**Run 1: met1 routing**

Bar = 20 um. Cells faint in the background.
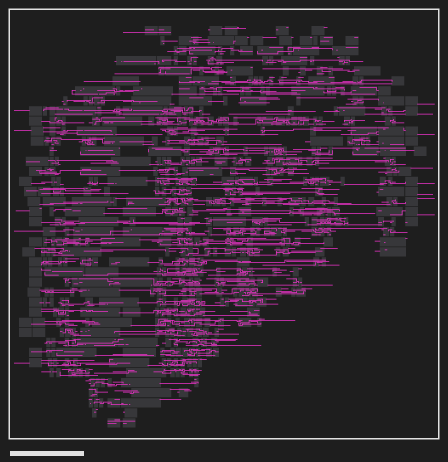
**Run 1: a small window of the routed layout**

Bar = 5 um. Window x 77 to 97, y 77 to 97 um. Cells in grey, sequential cells in the stronger grey; small squares are vias.
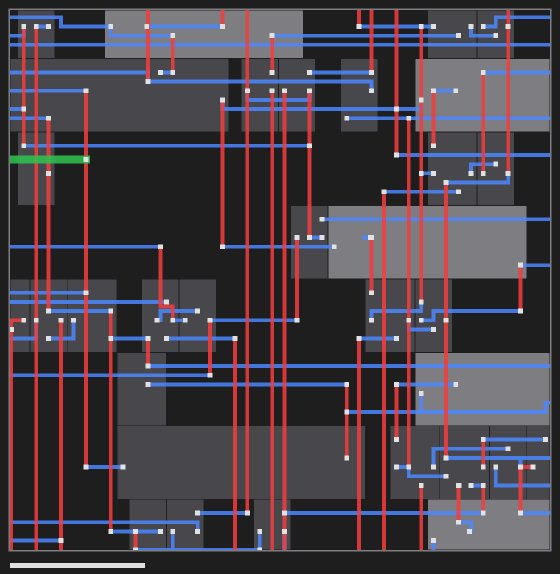
**Run 1: wiring heat map**

23 x 23 tiles, from white (low) to dark blue (high), scaled to the fullest tile. Values are wire area over tile area, all layers added.
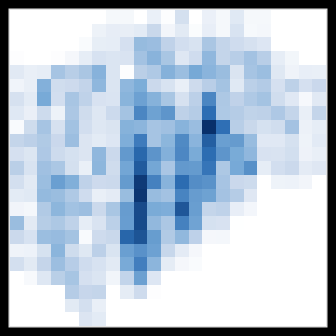
**Run 1: routed metal, one colour a layer**

Bar = 20 um. Two of the layers only.
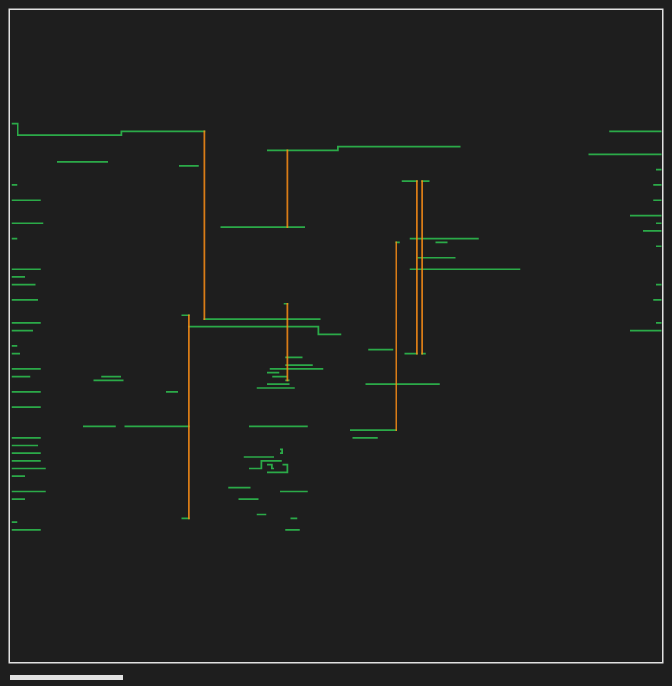
Design envelope_normalizer, sky130hd; sources not shown.
==> reports/metrics.csv, run 1 <==
stage,metric,value,unit
clocking,path_clk_slew,50,ps
clocking,clk_latency,330,ps
clocking,cts_resized,0,
placement,dp_hpwl,8.394,mm
yosys,top_area_share,30.48,%
timing,fmax,339.1,MHz
power_and_ir_drop,netSwitchingFraction,26.49,%
timing,setup_viol,0,
timing,finalCriticalPeriod,2949,ps
yosys,yosys.area.top_type,edfxtp_1,
run_status,status,finished clean,
clocking,cts_setup_buffers,0,
global_route,antenna_found_initial,0,
global_route,overflow,0,
power_and_ir_drop,p_clk_share,42.1,%
clocking,root_buffer,clkbuf_16,
hold_path,hold-path-cell-count,2,
final_layout,largest_reg_flops,32,
global_route,grt_pass1_wl,16.91,mm
power_and_ir_drop,p_switching,334.7,uW
final_layout,insertedDiodeCount,0,
clocking,cts_buffer_depth,2,
route,first_pass_iters,5,
yosys,fp_nets,565,
Back to the opening pictures, 'met1 routing':
nets with wire on the layer: 588
longest straight run: 35.0 um
routing usage on met1: 21.49%
via count: 3674

Back to the opening pictures, 'a small window of the routed layout':
| colour | layer |
|---|---|
| green | metal 3 |
| blue | metal 1 |
| red | metal 2 |
cells with their middle in the window: 31
most frequent: nand2_1 (11), a21oi_1 (5), dfxtp_1 (5)
sequential cells in the window: 5

Back to the opening pictures, 'wiring heat map':
nearly empty tiles: 30%
fullest tile: 0.59
tiles over half the peak: 10%
emptiest ninth of the die: south-east
final wirelength: 10.46 mm
Global Route Usage Sum: 16.14%
WL/cell: 13.55 um

Back to the opening pictures, 'routed metal, one colour a layer':
| colour | layer | wire length |
|---|---|---|
| green | metal 3 | 465 um |
| orange | metal 4 | 191 um |

-- run 1: worst max-delay path: cells and delay by family --
kind | cells | cell delay (ps)
AND/OR/NAND/NOR | 3 | 490
buffers and inverters | 4 | 1210
-- run 1: cell type report --
cell class,count,area share (%)
Sequential cell,62,33.51
Inverter,52,4.602
Timing Repair Buffer,59,12.41
Clock inverter,4,0.4395
Tap cell,168,4.343
Buffer,31,2.689
Clock buffer,12,5.300
Multi-Input combinational cell,384,36.71
-- run 1: power groups by stage --
stage | Sequential (uW) | Combinational [uW] | Clock, uW
2_1_floorplan | 543 | 115 | 0
3_3_place_gp | 537 | 201 | 0
3_5_place_dp | 536 | 204 | 0
4_1_cts | 527 | 204 | 538
5_1_grt | 528 | 228 | 558
6_report | 526 | 205 | 532
-- run 1: kinds of logic (layout without fill, tap and decap cells) --
| logic type | Yosys count | count (layout) | share of synthesized area (%) |
|---|---|---|---|
| AND-OR/OR-AND | 118 | 118 | 17.11 |
| buffers and inverters | 83 | 158 | 9.425 |
| flip-flops | 62 | 62 | 43.32 |
| multiplexers | 12 | 12 | 3.209 |
| AND/OR/NAND/NOR | 254 | 254 | 26.94 |
-- run 1: cell usage in the layout (no fill, tap or decap), types with 3 or more instances in the layout --
cell / instances
o21ai_0: 16
inv_2: 6
clkbuf_1: 18
clkbuf_16: 9
o22ai_1: 5
buf_2: 8
o211ai_1: 4
a21oi_1: 39
edfxtp_1: 38
buf_1: 5
nor2_1: 30
mux2i_1: 12
nand3_1: 32
o221ai_1: 3
nor4_1: 3
clkinv_2: 3
dfxtp_1: 24
nand2_1: 184
o21ai_1: 43
inv_1: 43
a22o_1: 3
clkdlybuf4s50_1: 58
-- run 1: metrics by stage --
stage               setup slack, ps  hold slack [ps]  cells  total power, uW  util (%)
finish                         2501            310.3    772             1263     39.96
detailed placement             2500            304.7    756            739.7     37.67
global route                   2421            332.1    772             1315     39.96
global placement               1193            302.7    755            737.1     37.44
floorplan                      2264            313.5    529            658.9         -
CTS                            2496            312.6    772             1269     39.96
-- run 1: synth_stat cells, drive strengths merged --
cell    number
or2          1
nor2        31
o311ai       1
bufinv       2
o22ai        5
nor4         3
a22o         3
edfxtp      38
a21oi       39
mux2i       12
nor3         2
nand2      184
o211ai       4
inv         49
clkinv       1
buf         14
a31oi        2
o21ai       59
and3         1
clkbuf      17
a21boi       2
o221ai       3
nand3       32
dfxtp       24
-- run 1: metal layers --
metal | global-route usage, % | wire [um] | vias to the layer above
met2 | 26.43 | 4813 | 125
met3 | 3.243 | 465 | 16
li1 | - | - | 1892
met4 | 5.238 | 191 | 0
met5 | 0 | 0 | -
met1 | 21.49 | 4992 | 1641
**Run 1: routing congestion**

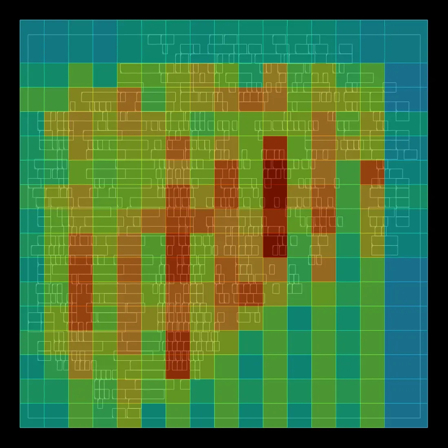

==> run 2: changes to the inputs <==
- ABC_CLOCK_PERIOD_IN_PS: 5450 -> 2800
- clock period: 5.45 -> 2.8 ns (I/O delays scaled with it)
**Run 2: routing congestion**

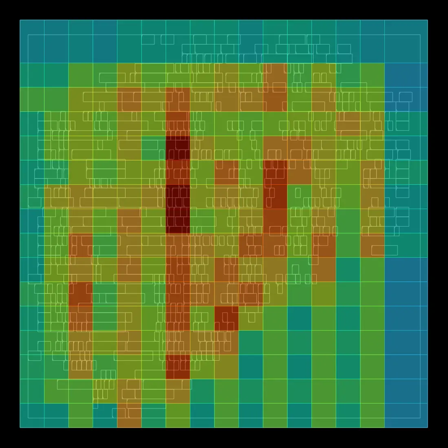
GR peak layer: met2
WL/cell: 13.52 um

==> reports/metrics.csv, run 2 <==
stage,metric,value,unit
run_status,status,finished clean,
timing,max_slew_margin,63.62,%
timing,fmax,417.2,MHz
yosys,yosysMostFrequentCell,nand2_1,
yosys,top_cells_by_count,"nand2_1 (184), inv_1 (43), o21ai_1 (43)",
yosys,synth-edff-count,38,
clocking,root_buffer,clkbuf_16,
timing,setup_viol,0,
clocking,cts_resized,0,
final_layout,layout_top_cells,"nand2_1 (184), clkdlybuf4s50_1 (58), inv_1 (43), o21ai_1 (43), a21oi_1 (39)",
route,vias,3612,
clocking,path_clk_slew,60,ps
final_layout,largest_reg_flops,32,
power_and_ir_drop,combPwrFrac,16.1,%
global_route,grt_pass1_wl,17.13,mm
placement,dp_hpwl,8.514,mm
final_layout,finalNonFillerCells,772,
global_route,overflow,0,
global_route,grt_usage,16.37,%
timing,finalCriticalPeriod,2397,ps
global_route,antenna_found_initial,0,
route,wl,10.43,mm
clocking,cts_buffer_depth,2,
hold_path,hold-path-cell-count,2,
power_and_ir_drop,p_switching,646.5,uW
yosys,top_area_share,30.48,%
power_and_ir_drop,netSwitchingFraction,26.01,%
route,first_pass_iters,4,
power_and_ir_drop,p_clk_share,42.7,%
yosys,synth-main-ff-cell,edfxtp_1,
yosys,async_flop_share,0,%
yosys,yosys.area.top_type,edfxtp_1,
yosys,fp_nets,565,
final_layout,layout_top_cell,nand2_1,
clocking,clk_latency,330,ps
==> run 2: power groups by stage <==
| stage | clock, uW | sequential [uW] | combinational, uW |
|---|---|---|---|
| floorplan | 0 | 1060 | 225 |
| global placement | 0 | 1040 | 391 |
| detailed placement | 0 | 1040 | 398 |
| CTS | 1080 | 1020 | 399 |
| global route | 1120 | 1030 | 444 |
| finish | 1060 | 1030 | 400 |
==> run 2: cell families (layout without fill, tap and decap cells) <==
logic type | count (synthesis) | after routing | share of synthesized area, %
mux | 12 | 12 | 3.209
compound gates | 118 | 118 | 17.11
flops | 62 | 62 | 43.32
buf+inv | 83 | 158 | 9.425
simple gates | 254 | 254 | 26.94
==> run 2: per-stage QoR <==
stage | setup WS [ps] | total power, uW | utilization [%] | cell area (um2) | hold slack [ps]
global placement | -317.0 | 1434 | 37.46 | 4537 | 303.0
finish | 403.3 | 2486 | 40.04 | 4850 | 138.5
CTS | 393.0 | 2504 | 40.04 | 4850 | 138.4
detailed placement | 122.4 | 1441 | 37.67 | 4562 | 308.4
global route | 229.4 | 2595 | 40.04 | 4850 | 166.0
floorplan | 360.7 | 1282 | - | 3746 | 228.9
==> run 2: routing by layer <==
layer	part of all wire, %	GRT usage (%)	vias up
met4	1.5	5.794	0
met2	46	27.25	81
met5	0	0	-
met1	49	21.20	1623
met3	3.4	3.347	12
li1	-	-	1896
==> run 2: cell type report <==
cell class                      count  area share, %
Multi-Input combinational cell    384          36.64
Sequential cell                    62          33.44
Timing Repair Buffer               59          12.38
Clock buffer                       13          5.599
Inverter                           52          4.592
Tap cell                          168          4.334
Buffer                             31          2.683
Clock inverter                      3         0.3354
==> run 2: worst max-delay path: stages <==
cell,delay (ps)
clkdlybuf4s50_1,450
inv_1,40
nand2_1,100
nor2_1,60
or2_2,310
inv_1,60
clkdlybuf4s50_1,660
Power and IR drop assume default switching activity.
